[src/rtl/modexp_ct.sv]
// Modular exponentiation (Montgomery-ladder order, MSB first) built from two
// interleaved shift-add modular multipliers; ct_mode fixes latency regardless of operands.
module modexp_ct #(
  parameter int unsigned WIDTH     = 8,
  parameter int unsigned EXP_WIDTH = 8,
  parameter int unsigned CNT_W     = 16
) (
  input  logic                 clk,
  input  logic                 rst,
  input  logic                 start,
  input  logic                 ct_mode,
  input  logic [WIDTH-1:0]     base,
  input  logic [EXP_WIDTH-1:0] exp,
  input  logic [WIDTH-1:0]     modulus,
  output logic [WIDTH-1:0]     result,
  output logic                 done,
  output logic                 busy,
  output logic                 err,
  output logic [CNT_W-1:0]     cycle_cnt
);

  localparam int unsigned ACC_W = WIDTH + 2;
  localparam int unsigned MC_W  = $clog2(WIDTH + 1);
  localparam int unsigned BC_W  = $clog2(EXP_WIDTH + 1);

  typedef enum logic [2:0] {IDLE, CHECK, SKIP, MUL, UPDATE, DONE} state_t;

  state_t state_q, state_d;

  logic [WIDTH-1:0]     base_r, mod_r, r0, r1;
  logic [EXP_WIDTH-1:0] exp_r;
  logic                 ct_r;
  logic [ACC_W-1:0]     acc0, acc1;
  logic [MC_W-1:0]      mcnt;
  logic [BC_W-1:0]      bcnt;

  logic             operand_err, k, mul_last, accept;
  logic [WIDTH-1:0] a0_op, b0_op, a1_op, b1_op, a0_shl, a1_shl;

  // One step of a shift-add modular multiply: acc = 2*acc (+b) mod n.
  function automatic logic [ACC_W-1:0] mod_step(input logic [ACC_W-1:0] acc,
                                                input logic             bit_a,
                                                input logic [WIDTH-1:0] b,
                                                input logic [WIDTH-1:0] n);
    logic [ACC_W-1:0] t, n_e;
    n_e = ACC_W'(n);
    t   = acc << 1;
    if (t >= n_e) t = t - n_e;
    if (bit_a) t = t + ACC_W'(b);
    if (t >= n_e) t = t - n_e;
    return t;
  endfunction

  assign operand_err = (mod_r == '0) || (base_r >= mod_r);
  assign k           = exp_r[EXP_WIDTH-1];
  assign mul_last    = (mcnt == MC_W'(WIDTH - 1));

  // Ladder operand routing: multiplier 0 produces the new R0, multiplier 1 the new R1.
  assign a0_op  = r0;
  assign b0_op  = k ? r1 : r0;
  assign a1_op  = k ? r1 : r0;
  assign b1_op  = r1;
  assign a0_shl = a0_op << mcnt;
  assign a1_shl = a1_op << mcnt;

  always_ff @(posedge clk) begin
    if (rst) state_q <= IDLE;
    else     state_q <= state_d;
  end

  always_comb begin
    state_d = state_q;
    accept  = 1'b0;
    case (state_q)
      IDLE: begin
        if (start) begin
          accept  = 1'b1;
          state_d = CHECK;
        end
      end
      CHECK: begin
        if (operand_err)   state_d = DONE;
        else if (ct_r || k) state_d = MUL;
        else               state_d = SKIP;
      end
      SKIP: begin
        if (bcnt == BC_W'(1))           state_d = DONE;
        else if (exp_r[EXP_WIDTH-2])    state_d = MUL;
      end
      MUL:    if (mul_last) state_d = UPDATE;
      UPDATE: state_d = (bcnt == BC_W'(1)) ? DONE : MUL;
      DONE:   state_d = IDLE;
      default: state_d = IDLE;
    endcase
  end

  // Operand capture, ladder registers and multiplier datapath.
  always_ff @(posedge clk) begin
    if (rst) begin
      base_r <= '0;
      mod_r  <= '0;
      exp_r  <= '0;
      ct_r   <= 1'b0;
      r0     <= '0;
      r1     <= '0;
      acc0   <= '0;
      acc1   <= '0;
      mcnt   <= '0;
      bcnt   <= '0;
    end else begin
      case (state_q)
        IDLE: begin
          if (accept) begin
            base_r <= base;
            mod_r  <= modulus;
            exp_r  <= exp;
            ct_r   <= ct_mode;
            bcnt   <= BC_W'(EXP_WIDTH);
            acc0   <= '0;
            acc1   <= '0;
            mcnt   <= '0;
          end
        end
        CHECK: begin
          if (!operand_err) begin
            r0 <= (mod_r == WIDTH'(1)) ? '0 : WIDTH'(1);
            r1 <= base_r;
          end
        end
        SKIP: begin
          exp_r <= exp_r << 1;
          bcnt  <= bcnt - BC_W'(1);
        end
        MUL: begin
          acc0 <= mod_step(acc0, a0_shl[WIDTH-1], b0_op, mod_r);
          acc1 <= mod_step(acc1, a1_shl[WIDTH-1], b1_op, mod_r);
          mcnt <= mcnt + MC_W'(1);
        end
        UPDATE: begin
          r0    <= WIDTH'(acc0);
          r1    <= WIDTH'(acc1);
          acc0  <= '0;
          acc1  <= '0;
          mcnt  <= '0;
          exp_r <= exp_r << 1;
          bcnt  <= bcnt - BC_W'(1);
        end
        default: ;
      endcase
    end
  end

  // Registered status outputs; result/err load on entry to DONE and hold afterwards.
  always_ff @(posedge clk) begin
    if (rst) begin
      result    <= '0;
      done      <= 1'b0;
      busy      <= 1'b0;
      err       <= 1'b0;
      cycle_cnt <= '0;
    end else begin
      done <= (state_d == DONE);
      busy <= (state_d != IDLE);
      if (accept) begin
        cycle_cnt <= '0;
        result    <= '0;
        err       <= 1'b0;
      end else if (busy && (cycle_cnt != '1)) begin
        cycle_cnt <= cycle_cnt + CNT_W'(1);
      end
      if (state_d == DONE) begin
        case (state_q)
          CHECK:  begin result <= '0;            err <= 1'b1; end
          SKIP:   begin result <= r0;            err <= 1'b0; end
          UPDATE: begin result <= WIDTH'(acc0);  err <= 1'b0; end
          default: ;
        endcase
      end
    end
  end

endmodule

[config.mk]
export PLATFORM = sky130hd
export DESIGN_NAME = modexp_ct
export DESIGN_NICKNAME = d
export VERILOG_FILES = /design/src/rtl/modexp_ct.sv
export SDC_FILE = /design/constraint.sdc
export NUM_CORES = 1
export LEC_CHECK = 0
export ABC_AREA = 1
export CORE_ASPECT_RATIO = 1.75
export CORE_UTILIZATION = 61
export DETAILED_ROUTE_END_ITERATION = 10
export GPL_ROUTABILITY_DRIVEN = 0
export PLACE_DENSITY = 0.94
export SKIP_LAST_GASP = 1
export SLEW_MARGIN = 20
export SYNTH_ARGS = -nofsm -noshare
export SYNTH_HDL_FRONTEND = slang
export SYNTH_SLANG_ARGS = --single-unit
[constraint.sdc]
create_clock -name clk -period 7.2 [get_ports clk]
set_input_delay 0.72 -clock clk [delete_from_list [all_inputs] [get_ports clk]]
set_output_delay 0.72 -clock clk [all_outputs]
set_load 0.1 [all_outputs]
==> images/m2.png <==
Cells faint in the background.
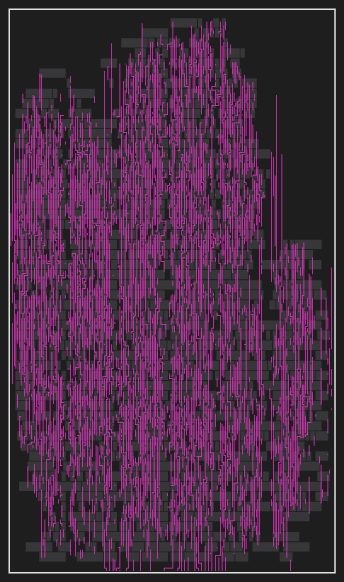
nets with wire on the layer: 1122
wire length on this layer: 11500 µm
met2 usage: 65.1%
final wirelength: 23.3 mm
total number of vias: 8421

==> images/util_map.png <==
9 x 15 tiles, from white (low) to dark blue (high), 0 to 100% covered.
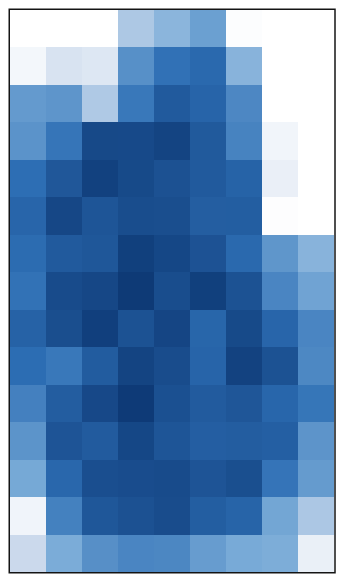
nearly empty tiles: 10%
mean over tiles: 64%
tiles over 75% full: 54%
emptiest ninth of the die: north-east
fullest tile: 96%

==> images/m1.png <==
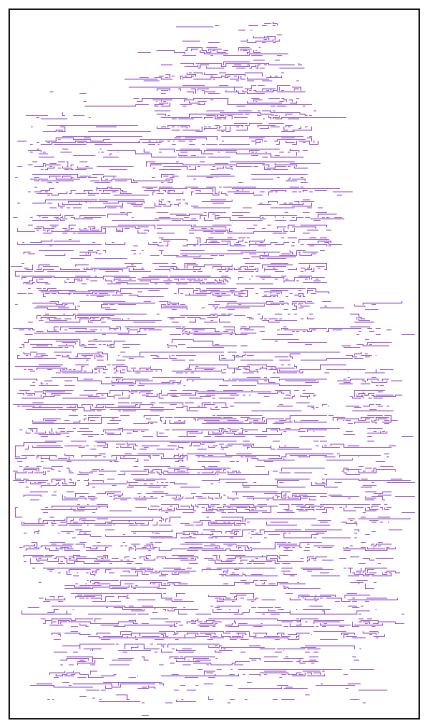
nets with wire on the layer: 1243
wire length on this layer: 7890 µm
main direction: horizontal
GR Layer Usage met1: 36.9%

==> images/ff_map.png <==
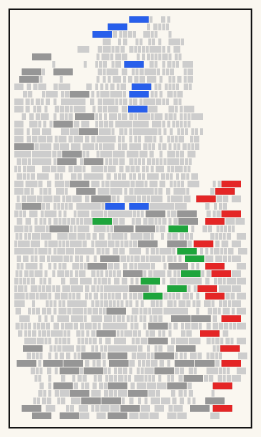
| color | signal | flops |
|---|---|---|
| red | cycle_cnt | 16 |
| blue | acc1 | 9 |
| green | base_r | 8 |
Final Util: 70.0%
flop share of the area: 22.2%
Sequential Area: 0.00194 mm²

==> flow_summary.yaml <==
# physical design summary
run_status:
  status: "finished clean"
global_routing:
  grt_usage_pct: 36.9
  antenna_found_initial: 0
  grt_pass1_vias: 8223
  grt_max_degree: 48
  grt_first_pass_wirelength_mm: 37.9
  grt_overflow_total: 0
critical_path:
  path_common_cell: "nand2_1"
  setup.worst_path.end_class: "flop"
  slowest_delay_ns: 0.55
  crit_path_start_kind: "flop"
  path_class: "flop to flop"
  cp.arrival_ns: 5.82
  path_delay_family: "simple AND/OR/NAND/NOR gates"
  critPathBufInv: 4
  critPathRequiredTime_ns: 7.47
  cpMaxStageDelayCell: "fa_1"
  crit_path_max_fanout: 14
finish:
  lay_top_cells: "nand2_1 (320), inv_1 (137), a21oi_1 (99), dfxtp_1 (97)"
  design_area_mm2: 0.00875
  drive_gt1_share_pct: 9.51
  layout.nets: 1320
  layout.cells.most_common: "nand2_1"
  antenna_cells: 0
  area_growth_pct: 12.1
  layout.cells.non_filler: 1398
routing:
  ant_nets: 0
  drt_iter0_drc: 878
  wl_per_cell_um: 16.6
  dr.pass1.iters: 8
  drcViolationCount: 0
  avgViaCountPerCell: 6.02
floorplan:
  fp.dieH_um: 152
  coreArea_mm2: 0.0125
  fp-utilization_pct: 62.5
  io_pins: 55
  dieArea_mm2: 0.0133
  rows: 54
  die_w_um: 87.5
logic_synthesis:
  synthesis.area_mm2: 0.00781
  yosys_cells: 1185
  yosys.stat.chipArea_mm2: 0.00781
  synth.top_cells.by_count: "nand2_1 (320), inv_1 (137), a21oi_1 (99)"
  edf_count: 0
  synth_area_per_cell_um2: 6.59
  fp_nets: 1280
  yosys.cell_types.count: 53
  async_flop_share_pct: 0
  synth_flops: 97
  ys_seq_share_pct: 24.9
  area_leaders: "dfxtp_1 (25%), nand2_1 (15%), ha_1 (9.8%)"
  synth_top_cell_by_count: "nand2_1"
  synth_top_area_share_pct: 24.9
  ff_type: "dfxtp_1"
  yosysWarnings: 0
  top_area_cell: "dfxtp_1"
  syn-instance-count: 1185
sta:
  whs_ns: 0.464
  slew_viol_final: 0
  tightest_slew_ns: 0.980
  hold_violations: 0
  timing.slew.headroom_pct: 34.5
  skew_ns: 0.0121
  rsz0062_at_grt: "false"
  period_needed_ns: 5.56
  finalSetupTns_ns: 0
  fmax_mhz: 180
  post-route-period-util_pct: 77.2
  setup_viol: 0
placement:
  io_buffers: 54
  placed_cell_area_mm2: 0.00844
  dpl.cell_count: 1382
  dp_hpwl_mm: 17.2
cts:
  cts-resized-gates: 0
  cts_tree: "yes"
  cts_hold_buf: 0
  cts_max_level: 3
  cts_root_buf: "clkbuf_16"
  cts.sinks: 97
  cts.clk_slew.worst_paths_ns: 0.08
  numCtsBuffers: 9
  clk-insertion-delay-late_ns: 0.36
  post_cts_buffers: 0
  clock_path_buffers: 2
hold_path:
  hold_class: "flop to flop"
job:
  warnings: 30
  max-cap-violations: 0
final timing paths:
check / to / slack [ns] / cells past startpoint / start
worst max-delay path: acc1[2]$_SDFFE_PP0P_ / 1.64 / 27 / mod_r[0]$_SDFFE_PP0P_
worst max register to register: acc1[2]$_SDFFE_PP0P_ / 1.64 / 27 / mod_r[0]$_SDFFE_PP0P_
worst min register to register: exp_r[1]$_SDFFE_PP0P_ / 0.46 / 2 / exp_r[0]$_SDFFE_PP0P_
worst min-delay path: exp_r[1]$_SDFFE_PP0P_ / 0.46 / 2 / exp_r[0]$_SDFFE_PP0P_
worst reg2reg max path: stages, from the launching register on:
cell and delay (ns):
dfxtp_1 0.42, inv_1 0.29, fa_1 0.55, nand3_1 0.12, nand3_2 0.11, nand2_2 0.11
nand4_1 0.36, o21ai_0 0.39, inv_1 0.10, ha_1 0.36, a21oi_1 0.14, nand2_1 0.12
xnor2_1 0.16, nand2_1 0.07, nand2_1 0.14, inv_1 0.06, ha_1 0.34, nand2_1 0.14
nor2_1 0.07, a211oi_2 0.31, nor2_1 0.09, nor3_2 0.15, inv_1 0.10, nor2_4 0.22
nand3_4 0.16, nand2_1 0.09, nand3_1 0.11, a21oi_1 0.20
cell type report:
class | instances | area [µm²]
Sequential cell | 97 | 1940
Timing Repair Buffer | 60 | 586
Inverter | 154 | 586
Multi-Input combinational cell | 903 | 5120
Tap cell | 168 | 210
Fill cell | 949 | 3740
Clock buffer | 10 | 229
Clock inverter | 6 | 81.3
cells by family after synthesis:
family	after synthesis	synth area share [%]
flip-flops	97	24.9
AND-OR/OR-AND	229	16.2
XOR/XNOR	29	3.25
buffers and inverters	185	9.56
adder cells (fa/ha/maj)	67	11.3
AND/OR/NAND/NOR	578	34.8
per-layer routing:
layer  GRT usage [%]  vias to the layer above  part of all wire [%]
li1                -                     3964                     -
met1            36.9                     3829                    34
met2            65.1                      450                    49
met3            6.77                      178                   7.1
met4            30.9                        0                   9.6
met5               0                        -                     0
stage by stage:
step,util (%),worst slack (ns)
final,70.0,1.64
after global routing,70.0,1.21
after CTS,70.0,1.80
after detailed placement,67.6,1.99
after global placement,67.6,2.09
after floorplan,-,2.85
flip-flops by register name, indices dropped and copies added, names as in the netlist, 3 cells and up:
| register | count |
|---|---|
| cycle_cnt | 16 |
| acc0 | 9 |
| acc1 | 9 |
| a0_op | 8 |
| b1_op | 8 |
| base_r | 8 |
| exp_r | 8 |
| mod_r | 8 |
| result | 8 |
| bcnt | 4 |
| mcnt | 4 |
| state_q | 3 |
